**src/rtl/apb_pkg.sv**
```systemverilog
// apb_pkg: shared state encoding, default sizes and the wait-timer width
// helper used by apb_master and apb_wait_timer.
package apb_pkg;

    typedef enum logic [1:0] {
        IDLE   = 2'd0,
        SETUP  = 2'd1,
        ACCESS = 2'd2
    } apb_state_e;

    localparam int DEF_DSIZE   = 32;
    localparam int DEF_ASIZE   = 32;
    localparam int DEF_TIMEOUT = 16;

    // Wait counter only ever holds 0..timeout-1, so clog2(timeout) bits
    // suffice; keep at least one bit for timeout values of 1 or 2.
    function automatic int tmr_width(input int timeout);
        return (timeout <= 2) ? 1 : $clog2(timeout);
    endfunction

endpackage

```
**src/rtl/apb_wait_timer.sv**
```systemverilog
// apb_wait_timer: counts not-ready ACCESS cycles of the current transfer
// and flags the cycle in which the wait limit is reached. Only instantiated
// when APB_TIMEOUT_EN is defined.
module apb_wait_timer
    import apb_pkg::*;
#(
    parameter int TIMEOUT = DEF_TIMEOUT
) (
    input  logic clk_i,
    input  logic rst_ni,
    input  logic clear_i,
    input  logic inc_i,
    output logic expired_o
);

    localparam int            W    = tmr_width(TIMEOUT);
    localparam logic [W-1:0]  LAST = W'(TIMEOUT - 1);

    logic [W-1:0] cnt_q;
    logic [W-1:0] cnt_d;

    // Next count: clear on the way into ACCESS, otherwise count waits and
    // saturate at the limit so the counter never wraps during an abort.
    always_comb begin
        // NOTE: every combinational output gets a default first, so no path
        // leaves it unassigned and no latch is inferred.
        cnt_d = cnt_q;
        if (clear_i) begin
            cnt_d = '0;
        end else if (inc_i && (cnt_q != LAST)) begin
            cnt_d = cnt_q + 1'b1;
        end
    end

    // Counter register with synchronous reset.
    always_ff @(posedge clk_i) begin
        // NOTE: state registers use non-blocking assignments so every flop
        // samples the pre-edge value, independent of block ordering.
        if (!rst_ni) begin
            cnt_q <= '0;
        end else begin
            cnt_q <= cnt_d;
        end
    end

    // The current wait cycle is the TIMEOUT-th one when the count of
    // earlier waits equals TIMEOUT-1.
    assign expired_o = (cnt_q == LAST);

endmodule

```
**src/rtl/apb_master.sv**
```systemverilog
// apb_master: single-transfer APB initiator. Accepts one command on a
// valid/ready handshake, runs SETUP then ACCESS, and returns a one-cycle
// response pulse carrying read data and slave error status.
// Optional feature: define APB_TIMEOUT_EN to abort an ACCESS phase after
// TIMEOUT consecutive not-ready cycles (reported as rsp_err = 1).
module apb_master
    import apb_pkg::*;
#(
    parameter int DSIZE   = DEF_DSIZE,
    parameter int ASIZE   = DEF_ASIZE,
    parameter int TIMEOUT = DEF_TIMEOUT
) (
    input  logic             Pclk,
    input  logic             Presetn,
    input  logic             cmd_valid,
    output logic             cmd_ready,
    input  logic             cmd_write,
    input  logic [ASIZE-1:0] cmd_addr,
    input  logic [DSIZE-1:0] cmd_wdata,
    output logic             rsp_valid,
    output logic [DSIZE-1:0] rsp_rdata,
    output logic             rsp_err,
    output logic             Psel,
    output logic             Penable,
    output logic             Pwrite,
    output logic [ASIZE-1:0] Paddr,
    output logic [DSIZE-1:0] Pwdata,
    input  logic [DSIZE-1:0] Prdata,
    input  logic             Pready,
    input  logic             Pslverr
);

    apb_state_e       state_q, state_d;
    logic             pwrite_q, pwrite_d;
    logic [ASIZE-1:0] paddr_q, paddr_d;
    logic [DSIZE-1:0] pwdata_q, pwdata_d;
    logic             rsp_valid_q, rsp_valid_d;
    logic             rsp_err_q, rsp_err_d;
    logic [DSIZE-1:0] rsp_rdata_q, rsp_rdata_d;
    logic             timeout_abort;

`ifdef APB_TIMEOUT_EN
    logic tmr_expired;

    apb_wait_timer #(
        .TIMEOUT (TIMEOUT)
    ) u_wait_timer (
        .clk_i     (Pclk),
        .rst_ni    (Presetn),
        .clear_i   (state_q == SETUP),
        .inc_i     ((state_q == ACCESS) && !Pready),
        .expired_o (tmr_expired)
    );

    assign timeout_abort = (state_q == ACCESS) && !Pready && tmr_expired;
`else
    // Without the wait timer ACCESS waits indefinitely for Pready.
    logic [31:0] timeout_unused;
    assign timeout_unused = TIMEOUT;
    assign timeout_abort  = 1'b0;
`endif

    // Next-state and datapath: latch the command on acceptance, step
    // SETUP -> ACCESS, and build the response when ACCESS finishes.
    always_comb begin
        state_d     = state_q;
        pwrite_d    = pwrite_q;
        paddr_d     = paddr_q;
        pwdata_d    = pwdata_q;
        rsp_valid_d = 1'b0;
        rsp_err_d   = 1'b0;
        rsp_rdata_d = '0;

        unique case (state_q)
            IDLE: begin
                if (cmd_valid) begin
                    pwrite_d = cmd_write;
                    paddr_d  = cmd_addr;
                    pwdata_d = cmd_wdata;
                    state_d  = SETUP;
                end
            end
            SETUP: begin
                state_d = ACCESS;
            end
            ACCESS: begin
                // A ready slave wins over a simultaneous timeout.
                if (Pready) begin
                    state_d     = IDLE;
                    rsp_valid_d = 1'b1;
                    rsp_err_d   = Pslverr;
                    rsp_rdata_d = pwrite_q ? '0 : Prdata;
                end else if (timeout_abort) begin
                    state_d     = IDLE;
                    rsp_valid_d = 1'b1;
                    rsp_err_d   = 1'b1;
                end
            end
            default: begin
                state_d = IDLE;
            end
        endcase
    end

    // State, APB request and response registers with synchronous reset.
    always_ff @(posedge Pclk) begin
        if (!Presetn) begin
            state_q     <= IDLE;
            pwrite_q    <= 1'b0;
            paddr_q     <= '0;
            pwdata_q    <= '0;
            rsp_valid_q <= 1'b0;
            rsp_err_q   <= 1'b0;
            rsp_rdata_q <= '0;
        end else begin
            state_q     <= state_d;
            pwrite_q    <= pwrite_d;
            paddr_q     <= paddr_d;
            pwdata_q    <= pwdata_d;
            rsp_valid_q <= rsp_valid_d;
            rsp_err_q   <= rsp_err_d;
            rsp_rdata_q <= rsp_rdata_d;
        end
    end

    assign cmd_ready = (state_q == IDLE);
    assign Psel      = (state_q == SETUP) || (state_q == ACCESS);
    assign Penable   = (state_q == ACCESS);
    assign Pwrite    = pwrite_q;
    assign Paddr     = paddr_q;
    assign Pwdata    = pwdata_q;
    assign rsp_valid = rsp_valid_q;
    assign rsp_err   = rsp_err_q;
    assign rsp_rdata = rsp_rdata_q;

endmodule

```
**config.mk**
```make
export PLATFORM = sky130hd
export DESIGN_NAME = apb_master
export DESIGN_NICKNAME = d
export VERILOG_FILES = /design/src/rtl/apb_pkg.sv /design/src/rtl/apb_wait_timer.sv /design/src/rtl/apb_master.sv
export SDC_FILE = /design/constraint.sdc
export NUM_CORES = 1
export LEC_CHECK = 0
export CAP_MARGIN = 20
export CORE_ASPECT_RATIO = 0.9
export CORE_UTILIZATION = 42
export CTS_CLUSTER_SIZE = 25
export DETAILED_ROUTE_END_ITERATION = 8
export GPL_TIMING_DRIVEN = 0
export HOLD_SLACK_MARGIN = 0.05
export PLACE_DENSITY = 0.88
export SLEW_MARGIN = 20
export SYNTH_ARGS = -nofsm -noshare
export SYNTH_HDL_FRONTEND = slang
export SYNTH_SLANG_ARGS = --single-unit
```
**constraint.sdc**
```tcl
create_clock -name Pclk -period 2.6 [get_ports Pclk]
set_input_delay 0.52 -clock Pclk [delete_from_list [all_inputs] [get_ports Pclk]]
set_output_delay 0.52 -clock Pclk [all_outputs]
set_load 0.05 [all_outputs]
```
### Selected gate families

Scale: 4 px per µm.
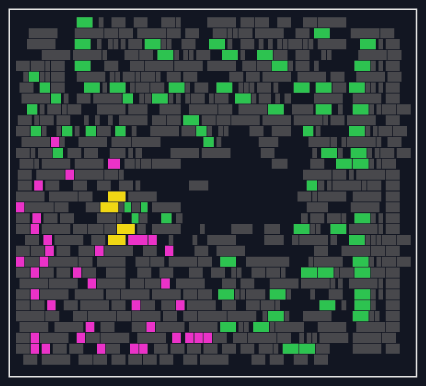
Yellow is fa/ha/maj cells, cells 4, most used ha_1, where left middle. Magenta is and/or cells, cells 36, most used and2_1. Green is aoi and oai cells, cells 68, most used a21boi_2, where all over the die.
final instance count without filler cells: 710
most instantiated logic cell after routing: sky130_fd_sc_hd__clkdlybuf4s50_1
proportion of cell area occupied by multi-input gates: 24.5%

### Clock routing

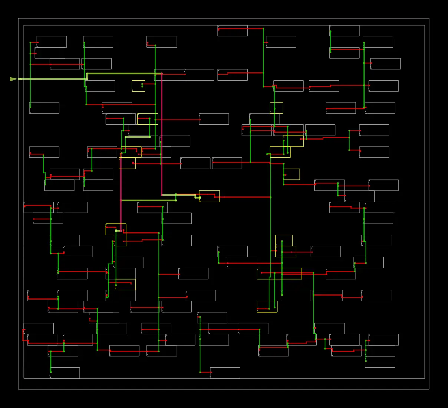
CLK BUF: 9
Insertion Delay late pin: 0.36 ns

### Where the registers sit

Scale: 3 px per µm. Other sequential cells in the stronger gray, the rest of the logic in the fainter gray.
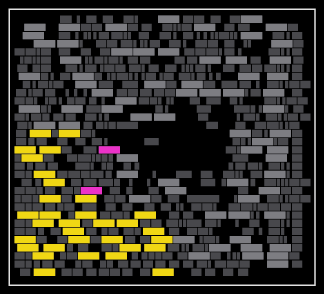
Yellow is rsp_rdata, flops 32. Magenta is state_q, flops 2.

==> impl_report.txt <==
FLOW METRICS REPORT
----------------------------------------------------
[Global route]
  Maximum number of pins on one net before global-route repair ........................ 20
  Gr busiest metal ........................ met2
  Via count of the first global-routing pass ........................ 3258
  First-pass GRT wire length ........................ 15000 µm

[Power and ir drop]
  Top pwr grp ........................ registers
  Total power consumption of the routed design ........................ 3.69 mW
  Switching Fraction ........................ 31.7%
  Power in sequential cells ........................ 1.68 mW

[Finish]
  Layout cell share with drive strength beyond 1 ........................ 14.9%
  Fraction of area in registers ........................ 33.0%
  Flip-flops ........................ 101
  Share of the core filled with cells ........................ 71.2%
  Non-clock buffer instance count of the final layout ........................ 227
  Layout multi-input combinational cell count ........................ 245
  Count of nets after finishing ........................ 692
  Commonest cells after routing, fill and taps aside ........................ sky130_fd_sc_hd__clkdlybuf4s50_1, sky130_fd_sc_hd__nand2_1, sky130_fd_sc_hd__dfxtp_1
  Clock network contribution to total cell area ........................ 3.49%

[Synthesis]
  Fraction of post-synthesis cell area in the top cell type by area ........................ 54.1%
  Basic Gates by Area ........................ 20.2%
  Most numerous cell in the Yosys netlist ........................ sky130_fd_sc_hd__nand2_1
  Mux cell area share ........................ 0%
  Share of the yosys chip area belonging to registers ........................ 54.1%
  Share of synthesized cell area in full adder, half adder and majority cells ........................ 1.34%

[Run]
  Number of maximum-capacitance violations ........................ 0

[Final timing]
  Worst Setup Slack, final ........................ 0.169 ns

[Critical path]
  Cell depth of the worst flop-to-flop path ........................ 7
  Launch point of the critical path ........................ state_q[1]

[Outcome]
  Status ........................ finished, final reports clean

[Floorplan]
  FP Util ........................ 43.4%

----------------------------------------------------
No activity file was given, so power comes from the tool's default toggle rates.
